<file path="src/rtl/sign_ext_mpy_pkg.sv">
// Shared definitions for the sequential signed shift-and-add multiplier.
package sign_ext_mpy_pkg;

  localparam int unsigned N      = 4;
  localparam int unsigned P_W    = 2 * N;
  localparam int unsigned STEP_W = $clog2(N);

  typedef enum logic [1:0] {
    IDLE = 2'd0,
    CALC = 2'd1,
    DONE = 2'd2
  } state_t;

  function automatic logic [P_W-1:0] sext(input logic [N-1:0] v);
    return {{N{v[N-1]}}, v};
  endfunction

endpackage

</file>
<file path="src/rtl/sign_ext_mpy_if.sv">
// Operand/result bundle: the master drives operands, the slave returns the product.
interface sign_ext_mpy_if;
  import sign_ext_mpy_pkg::*;

  logic signed [N-1:0]   a;
  logic signed [N-1:0]   b;
  logic signed [P_W-1:0] product;
  logic                  done;

  modport master (output a, output b, input product, input done);
  modport slave  (input a, input b, output product, output done);

endinterface

</file>
<file path="src/rtl/sign_ext_mpy_pp_gen.sv">
// Combinational partial-product generator: sign-extended, shifted multiplicand.
module sign_ext_pp_gen
  import sign_ext_mpy_pkg::*;
(
  input  logic [N-1:0]      i_a,
  input  logic              i_b_bit,
  input  logic [STEP_W-1:0] i_step,
  output logic [P_W-1:0]    o_pp,
  output logic              o_sub
);

  logic [P_W-1:0] w_ext;

  assign w_ext = sext(i_a);
  assign o_pp  = i_b_bit ? (w_ext << i_step) : '0;
  // The multiplier MSB carries negative weight in two's complement.
  assign o_sub = (i_step == STEP_W'(N - 1));

endmodule

</file>
<file path="src/rtl/sign_ext_mpy.sv">
// Free-running signed multiplier; restarts whenever the operands differ from the latched pair.
module sign_ext_mpy
  import sign_ext_mpy_pkg::*;
(
  input  logic          clk,
  input  logic          rst,
  sign_ext_mpy_if.slave bus
);

  state_t              r_state, w_next;
  logic [N-1:0]        r_a, r_b;
  logic [P_W-1:0]      r_acc, r_product;
  logic [STEP_W-1:0]   r_step;
  logic                r_restart, r_done;
  logic                w_restart, w_b_bit, w_sub;
  logic [P_W-1:0]      w_pp;

  assign w_restart = r_restart || (bus.a != r_a) || (bus.b != r_b);
  assign w_b_bit   = r_b[r_step];

  sign_ext_pp_gen u_pp_gen (
    .i_a     (r_a),
    .i_b_bit (w_b_bit),
    .i_step  (r_step),
    .o_pp    (w_pp),
    .o_sub   (w_sub)
  );

  always_ff @(posedge clk or posedge rst) begin
    if (rst) r_state <= IDLE;
    else     r_state <= w_next;
  end

  always_comb begin
    w_next = r_state;
    if (w_restart) begin
      w_next = CALC;
    end else begin
      case (r_state)
        CALC:    if (r_step == STEP_W'(N - 1)) w_next = DONE;
        DONE:    w_next = IDLE;
        default: w_next = IDLE;
      endcase
    end
  end

  always_ff @(posedge clk or posedge rst) begin
    if (rst) begin
      r_a       <= '0;
      r_b       <= '0;
      r_acc     <= '0;
      r_step    <= '0;
      r_product <= '0;
      r_done    <= 1'b0;
      r_restart <= 1'b1;
    end else begin
      r_done <= 1'b0;
      if (w_restart) begin
        r_a       <= bus.a;
        r_b       <= bus.b;
        r_acc     <= '0;
        r_step    <= '0;
        r_restart <= 1'b0;
      end else if (r_state == CALC) begin
        r_acc  <= w_sub ? (r_acc - w_pp) : (r_acc + w_pp);
        r_step <= r_step + 1'b1;
      end else if (r_state == DONE) begin
        r_product <= r_acc;
        r_done    <= 1'b1;
      end
    end
  end

  assign bus.product = r_product;
  assign bus.done    = r_done;

endmodule

</file>
<file path="src/flat_wrapper.sv">
// flat-port wrapper written by rule: the top's interface ports become plain ports
module sign_ext_mpy_flat import sign_ext_mpy_pkg::*;
  (clk, rst, bus_a, bus_b, bus_product, bus_done);
  sign_ext_mpy_if bus_i ();
  input  logic clk;
  input  logic rst;
  input wire logic [$bits(bus_i.a)-1:0] bus_a;
  input wire logic [$bits(bus_i.b)-1:0] bus_b;
  output wire logic [$bits(bus_i.product)-1:0] bus_product;
  output wire logic [$bits(bus_i.done)-1:0] bus_done;
  assign bus_i.a = bus_a;
  assign bus_i.b = bus_b;
  assign bus_product = bus_i.product;
  assign bus_done = bus_i.done;
  sign_ext_mpy u_core (.clk(clk), .rst(rst), .bus(bus_i));
endmodule
</file>
<file path="config.mk">
export PLATFORM = sky130hd
export DESIGN_NAME = sign_ext_mpy_flat
export DESIGN_NICKNAME = d
export VERILOG_FILES = /design/src/rtl/sign_ext_mpy_pkg.sv /design/src/rtl/sign_ext_mpy_if.sv /design/src/rtl/sign_ext_mpy_pp_gen.sv /design/src/rtl/sign_ext_mpy.sv /design/src/flat_wrapper.sv
export SDC_FILE = /design/constraint.sdc
export NUM_CORES = 1
export LEC_CHECK = 0
export ABC_AREA = 0
export CAP_MARGIN = 20
export CORE_MARGIN = 2
export CORE_UTILIZATION = 50
export CTS_CLUSTER_DIAMETER = 200
export DETAILED_ROUTE_END_ITERATION = 16
export PLACE_DENSITY = 0.74
export SLEW_MARGIN = 20
export SYNTH_ARGS = -nofsm -noshare
export SYNTH_HDL_FRONTEND = slang
export SYNTH_SLANG_ARGS = --single-unit
</file>
<file path="constraint.sdc">
create_clock -name clk -period 3.05 [get_ports clk]
set_clock_uncertainty 0.1 [all_clocks]
set_input_delay 0.305 -clock clk [delete_from_list [all_inputs] [get_ports clk]]
set_output_delay 0.305 -clock clk [all_outputs]
set_load 0.02 [all_outputs]
</file>
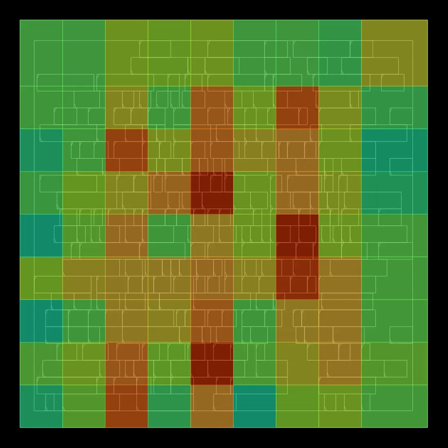
**Above:** run 1 (routing congestion).
met3 Use GR: 6.13%
busiest grt layer: met2
WL per Instance: 14.3 µm
grt met2 use: 37.5%

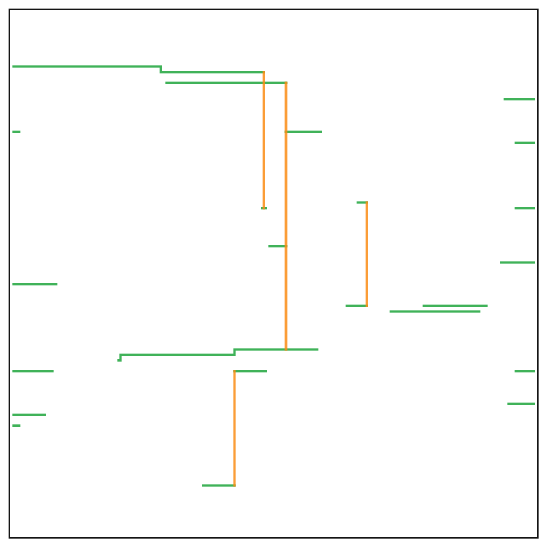
**Above:** run 1 (signal wires by layer).
Scale: 8 px per µm. Two of the layers only.
- orange: metal 4 (wire length 77.5 µm)
- green: metal 3 (wire length 143 µm)

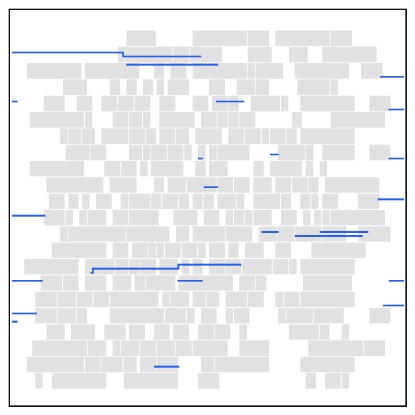
**Above:** run 1 (metal 3).
Scale: 6 px per µm.
- longest straight run: 18.4 µm
- nets with wire on the layer: 17
- main direction: horizontal
- wire length on this layer: 143 µm
- share of all routed wire: 3.3%

==> reports/metrics.csv, run 1 <==
stage,metric,value,unit
status,outcome,"finished, violations left",
status,violations,setup timing,
routing,vias,1655,
floorplan,rows,22,
sta,rsz0062_at_grt,yes,
synthesis,ys_sh_mux,7.32,%
synthesis,synth_flops,30,
synthesis,ys_sh_simple,17.0,%
critical_path,cp_common_cell,nor2b_4,
grt,antenna_found_initial,0,
synthesis,ys_seq_share,39.3,%
routing,detail-route-antenna-nets,0,
clock_network,cts_root_buf,clkbuf_8,
cells_and_area,final_cell_mix,"buf_4 (42), dfrtp_1 (27), clkdlybuf4s50_1 (18), nand2_1 (15)",
sta,worst_slack,-0.267,ns
critical_path,path_delay_family,simple AND/OR/NAND/NOR gates,
cells_and_area,buffer_area_share,20.5,%
placed_design,io_buffers,18,
cells_and_area,fillCellCount,281,
pwr,power_density,353,mW/mm²
synthesis,topCellsByArea,"dfrtp_1 (38%), ha_1 (5.9%), a21oi_1 (4.2%), mux2_4 (3.9%), xnor2_1 (3.7%)",
cells_and_area,mi_logic_area,0.00113,mm²
cells_and_area,final-clk-cell-share,3.48,%
synthesis,enable_flop_cells,0,
run,drv_cap,0,
clock_network,cts_made_buffers,5,
floorplan,fp-utilization,52.3,%
cells_and_area,nClkBuffers,7,
critical_path,cp.depth,14,
routing,vias_per_cell,5.41,
routing,wl_met1,1870,µm
cells_and_area,lay_top_count,buf_4,
cells_and_area,seq_cells,30,
critical_path,worstSetupEndpoint,u_core.r_acc[7],
sta,max_freq,0.301,GHz
critical_path,critPathCaptureType,register,
sta,period_needed,3.32,ns
sta,hold_ws,0.296,ns
sta,fin_crit_sh,109,%
pwr,leakage,0.00122,µW
clock_network,cts_tree,yes,
cells_and_area,dominant_cells,combinational gates,
placed_design,globalplace.congestion,0.849,
placed_design,post_dp_cell_area,0.00243,mm²
grt,grt_pass1_vias,1561,
cells_and_area,nNetsFinal,277,
floorplan,die_w,65.9,µm
clock_network,post_cts_buffers,0,
placed_design,place_ws,-0.294,ns
sta,slew-limit-headroom,49.5,%
critical_path,r2r_start,u_core.r_step[0],
grt,use_met1,26.7,%
sta,setup_viol,2,
critical_path,regToRegSetupSlack,-0.27,ns
grt,grt_usage,21.9,%
synthesis,synth-async-reset-ratio,100,%
floorplan,nWellTaps,48,
critical_path,crit_start,u_core.r_step[0],
critical_path,worst-path-max-fanout,8,
floorplan,die_area,0.00434,mm²
cells_and_area,seqCellArea,754,µm²
routing,initialDrtViolationCount,78,
synthesis,syn_nets,225,
==> run 1: flip-flops by register name, summed over array words and instances, names as in the netlist <==
| register | flops |
|---|---|
| u_core.bus.product | 8 |
| u_core.r_acc | 8 |
| u_core.r_a | 4 |
| u_core.r_b | 4 |
| u_core.r_state | 2 |
| u_core.r_step | 2 |
| u_core.bus.done | 1 |
| u_core.r_restart | 1 |
==> run 1: cells in the mapped netlist, types with 6 or more instances <==
master	number
ha_1	9
o21ai_0	8
clkbuf_1	14
o21a_1	6
nor2b_1	6
xnor2_1	8
nand2_1	15
dfrtp_1	29
a21oi_1	16
inv_1	13
nor2_1	13
==> run 1: report_power, final <==
group / switching, µW / internal, µW
clock: 145 / 182
combinational: 79.6 / 105
sequential: 7.74 / 405
==> run 1 -> run 2 <==
CAP_MARGIN = 5   (was 20)
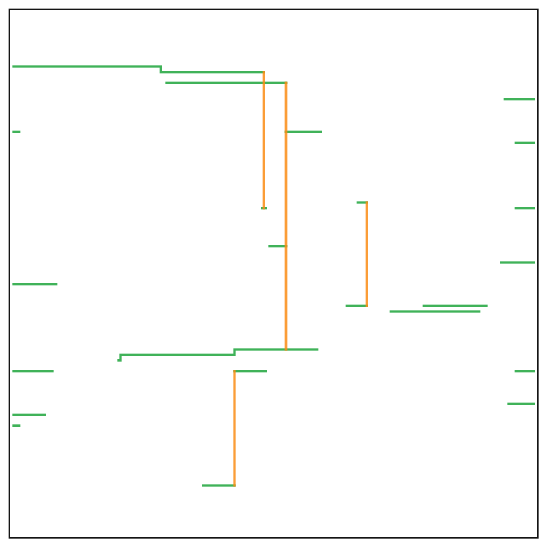
**Above:** run 2 (signal wires by layer).
Scale: 8 px per µm. Two of the layers only.
- orange: metal 4 (wire length 77.5 µm)
- green: metal 3 (wire length 143 µm)

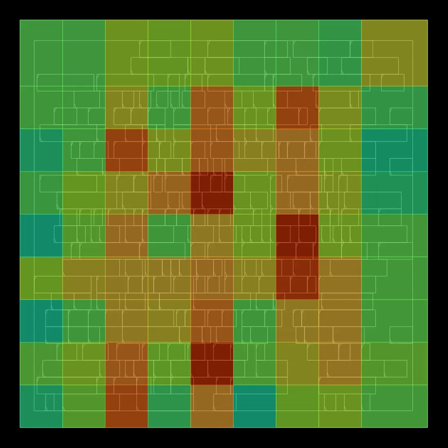
**Above:** run 2 (routing congestion).
gr usage total: 21.9%
GR Util met1: 26.7%
fin util: 71.6%

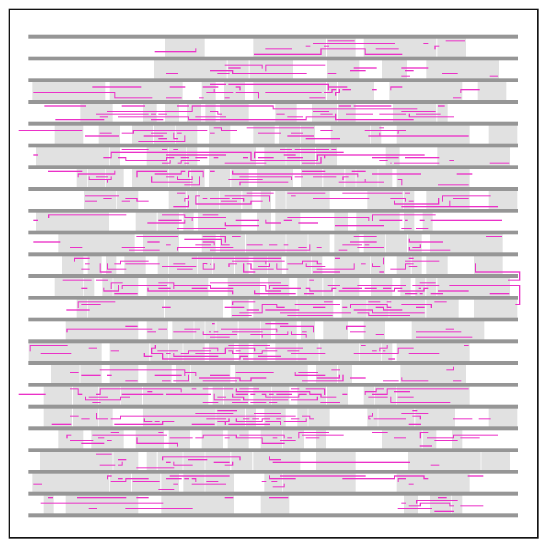
**Above:** run 2 (metal 1).
Scale: 8 px per µm. Supply wires on this layer in gray.
- longest straight run: 21.8 µm
- main direction: horizontal

==> run 2 against run 1 <==
Effect of this change: the run still ends with setup timing left; clock power is essentially flat; via count is the same; cell count is the same; wire length is the same; synthesized area is the same; count of clock-buffer cells in the layout is the same; worst setup slack is the same; die area is the same; register-to-register slack is essentially flat.
==> reports/metrics.csv, run 2 <==
stage,metric,value,unit
floorplan,nWellTaps,48,
sta,rsz0062_at_grt,yes,
pwr,p_comb,185,µW
pwr,power_top_consumer,registers,
cells_and_area,dominant_cells,combinational gates,
placed_design,globalplace.congestion,0.849,
critical_path,cp_common_cell,nor2b_4,
clock_network,cts_tree,yes,
critical_path,regToRegSetupSlack,-0.27,ns
placed_design,io_buffers,18,
critical_path,crit_start,u_core.r_step[0],
sta,hold_ws,0.296,ns
synthesis,ys_top_cells_by_count,"dfrtp_1 (29), a21oi_1 (16), nand2_1 (15), clkbuf_1 (14)",
sta,setup_viol,2,
routing,detail-route-antenna-nets,0,
pwr,pwr-share-comb,20.0,%
cells_and_area,seq_cells,30,
sta,worst_slack,-0.267,ns
cells_and_area,seqCellArea,754,µm²
floorplan,rows,22,
critical_path,cp.depth,14,
synthesis,top_cell,dfrtp_1,
status,violations,setup timing,
clock_network,cts_root_buf,clkbuf_8,
pwr,pwr-share-clk,35.4,%
critical_path,r2r_start,u_core.r_step[0],
routing,vias_per_cell,5.41,
sta,max_freq,0.301,GHz
pwr,power_density,353,mW/mm²
critical_path,critPathCaptureType,register,
grt,grt_pass1_vias,1561,
status,outcome,"finished, violations left",
cells_and_area,final-clk-cell-share,3.48,%
cells_and_area,nClkBuffers,7,
pwr,swShare,25.2,%
routing,initialDrtViolationCount,78,
critical_path,path_delay_family,simple AND/OR/NAND/NOR gates,
synthesis,ys_sh_mux,7.32,%
pwr,seq-power,413,µW
sta,slew-limit-headroom,49.5,%
pwr,internal-power,692,µW
placed_design,post_dp_cell_area,0.00243,mm²
pwr,seqPwrFrac,44.6,%
cells_and_area,final_cell_mix,"buf_4 (42), dfrtp_1 (27), clkdlybuf4s50_1 (18), nand2_1 (15)",
pwr,power_clock,327,µW
cells_and_area,mi_logic_area,0.00113,mm²
synthesis,syn_nets,225,
synthesis,ys_seq_share,39.3,%
synthesis,topCellsByArea,"dfrtp_1 (38%), ha_1 (5.9%), a21oi_1 (4.2%), mux2_4 (3.9%), xnor2_1 (3.7%)",
[run 2: cell counts in the layout (fill, tap and decap cells not counted)]
No cell type changed its count.
[run 2: cell families after synthesis]
group | Yosys count
buffers and inverters | 31
xor gates and xnor gates | 12
muxes | 10
DFF | 30
and+or+nand+nor | 62
other | 1
adders and majority gates | 10
AOI/OAI and AO/OA | 49
[run 2: what timing repair did]
action / in CTS / in global routing
setup buffers: 0 / 2
gates resized: 9 / 18
endpoints found under the setup margin: 4 / 4
pin swaps: 1 / 5
[run 2: routing by layer]
| metal | vias to the layer above | track usage (%) | routed length, µm |
|---|---|---|---|
| li1 | 814 | - | - |
| met1 | 806 | 26.7 | 1870 |
| met2 | 25 | 37.5 | 2290 |
| met3 | 10 | 6.13 | 143 |
| met4 | 0 | 6.77 | 77 |
| met5 | - | 0 | 0 |
==> run 2 -> run 3 <==
PLACE_DENSITY = 0.73   (was 0.74)
==> run 3 against run 2 <==
Effect of this change: the run still ends with setup timing left; count of clock-buffer cells in the layout shrank 1; combinational power is essentially flat; flip-flop count is the same; sequential power is essentially flat; first-iteration DRC count shrank 21%; total power shrank 2.8%; global-route usage grew 0.73 points; clock power shrank 7.0%; critical path depth is the same; cell area shrank 1.1%; critical path type unchanged.
==> reports/metrics.csv, run 3 <==
stage,metric,value,unit
status,outcome,"finished, violations left",
status,violations,setup timing,
clock_network,cts_made_buffers,5,
grt,top_usage_layer,met2,
sta,setup_viol,1,
sta,max_freq,0.303,GHz
pwr,seq-power,412,µW
pwr,pwr-share-comb,20.3,%
critical_path,worst-path-max-fanout,7,
routing,vias,1656,
critical_path,critPathCaptureType,register,
placed_design,post_dp_cell_area,0.00242,mm²
critical_path,path_delay_family,simple AND/OR/NAND/NOR gates,
floorplan,die_w,65.9,µm
placed_design,io_buffers,18,
pwr,pwr-share-clk,33.8,%
floorplan,rows,22,
run,drv_cap,0,
grt,grt_util_met3,4.94,%
grt,grt_pass1_wl,7430,µm
synthesis,ys_top_cells_by_count,"dfrtp_1 (29), a21oi_1 (16), nand2_1 (15), clkbuf_1 (14)",
placed_design,globalplace.congestion,0.892,
clock_network,cts_tree,yes,
pwr,power_clock,304,µW
clock_network,cts_root_buf,clkbuf_8,
synthesis,syn_nets,225,
grt,use_met2,39.3,%
pwr,switching_power,231,µW
pwr,internal-power,667,µW
routing,initialDrtViolationCount,62,
routing,detail-route-antenna-nets,0,
routing,routed.top_layer,met4,
synthesis,synth_flops,30,
pwr,seqPwrFrac,45.9,%
grt,grt_pass1_vias,1675,
sta,slew-limit-headroom,51.3,%
sta,fin_crit_sh,108,%
sta,worstMarginPinSlew,0.729,ns
routing,wl_met3,117,µm
pwr,power_density,347,mW/mm²
routing,vias_per_cell,5.32,
sta,rsz0062_at_grt,yes,
critical_path,regToRegSetupSlack,-0.25,ns
synthesis,synth-async-reset-ratio,100,%
critical_path,cp.depth,14,
placed_design,place_ws,-0.319,ns
cells_and_area,nNetsFinal,282,
sta,worst_slack,-0.250,ns
cells_and_area,lay_top_count,buf_4,
critical_path,worstSetupEndpoint,u_core.r_acc[7],
pwr,swShare,25.7,%
synthesis,ys_seq_share,39.3,%
cells_and_area,final_util,70.8,%
pwr,power_top_consumer,registers,
synthesis,enable_flop_cells,0,
grt,antenna_found_initial,0,
sta,hold_ws,0.287,ns
sta,period_needed,3.30,ns
pwr,p_comb,182,µW
synthesis,top_cell,dfrtp_1,
floorplan,die_area,0.00434,mm²
critical_path,crit_start,u_core.r_step[0],
critical_path,r2r_start,u_core.r_step[0],
routing,wl_met1,1900,µm
grt,grt_usage,22.7,%
synthesis,topCellsByArea,"dfrtp_1 (38%), ha_1 (5.9%), a21oi_1 (4.2%), mux2_4 (3.9%), xnor2_1 (3.7%)",
-- run 3: cell counts after synthesis --
Identical to the previous run, type by type.
-- run 3: area by class of cell --
type                    instances  area (µm²)
fillers                       276        1070
clock buffers                   6        72.6
multi-input cells             144        1090
repair buffers                 68         559
flip-flops and latches         30         753
well taps                      48        60.1
inverters                      13        48.8
clock inverters                 2        10.0
-- run 3: kinds of logic after synthesis --
family | after synthesis | share of synthesized area [%]
mux | 10 | 7.32
buf+inv | 31 | 6.99
flops | 30 | 39.3
fa+ha+maj | 10 | 6.92
xor+xnor | 12 | 5.88
simple gates | 62 | 17.0
other cells | 1 | 0.196
compound gates | 49 | 16.5
-- run 3: what timing repair did --
action / 4_1_cts / 5_1_grt
pin swaps: 4 / 3
setup buffers: 6 / 1
resized: 7 / 8
setup endpoints to repair: 4 / 5
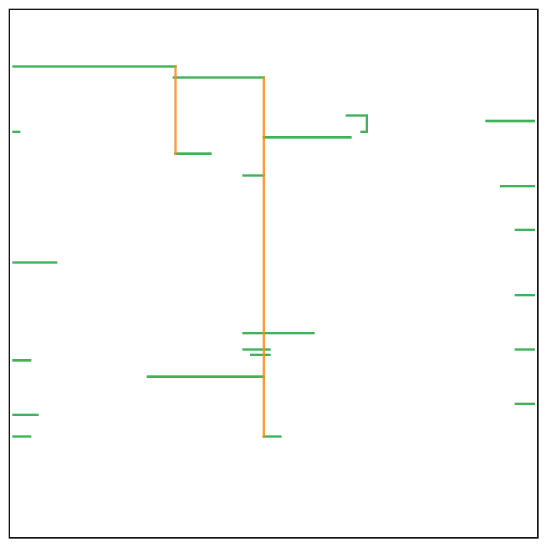
**Above:** run 3 (signal wires by layer).
Scale: 8 px per µm. Two of the layers only.
- green: metal 3 (wire length 117 µm)
- orange: metal 4 (wire length 55.8 µm)

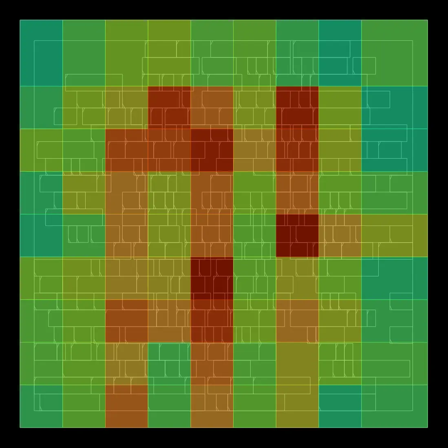
**Above:** run 3 (routing congestion).
WL per Instance: 13.6 µm
GR Util met1: 27.6%

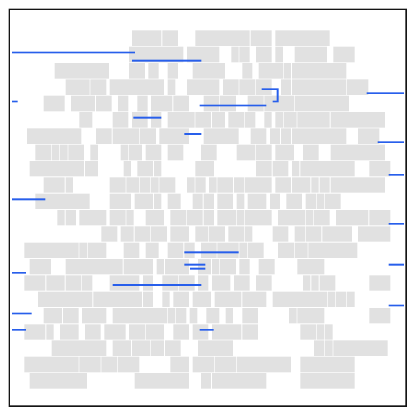
**Above:** run 3 (metal 3).
Scale: 6 px per µm.
- wire length on this layer: 117 µm
- main direction: horizontal
- share of all routed wire: 2.8%
- longest straight run: 20.2 µm


==> screenshots <==
Where the registers sit.
Scale: 8 px per µm. Other sequential cells in the stronger gray, the rest of the logic in the fainter gray.
panel A
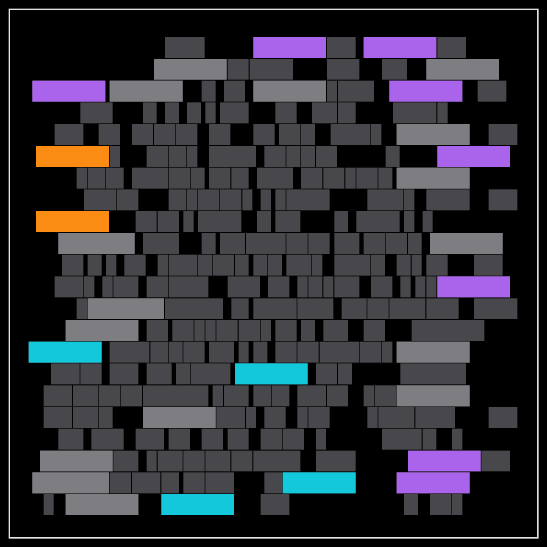
panel B
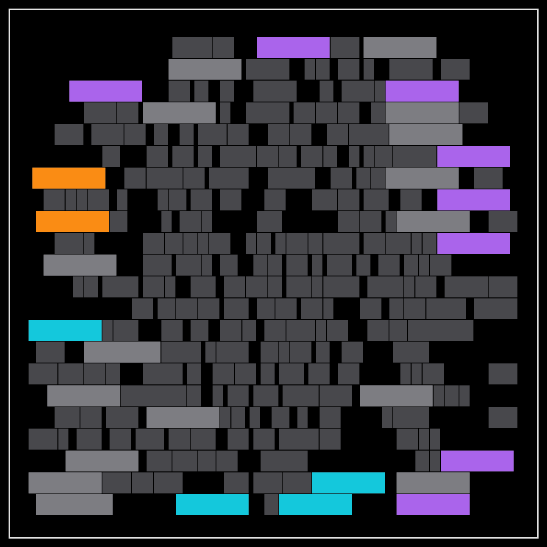
| from | picture |
|---|---|
| run 2 | panel A |
| run 3 | panel B |

Key to panel B:
- orange: u_core.r_state (placed flops 2)
- cyan: u_core.r_a (placed flops 4; where bottom middle)
- purple: u_core.bus.product (placed flops 8)
- not colored: 16

Power and IR drop assume default switching activity.
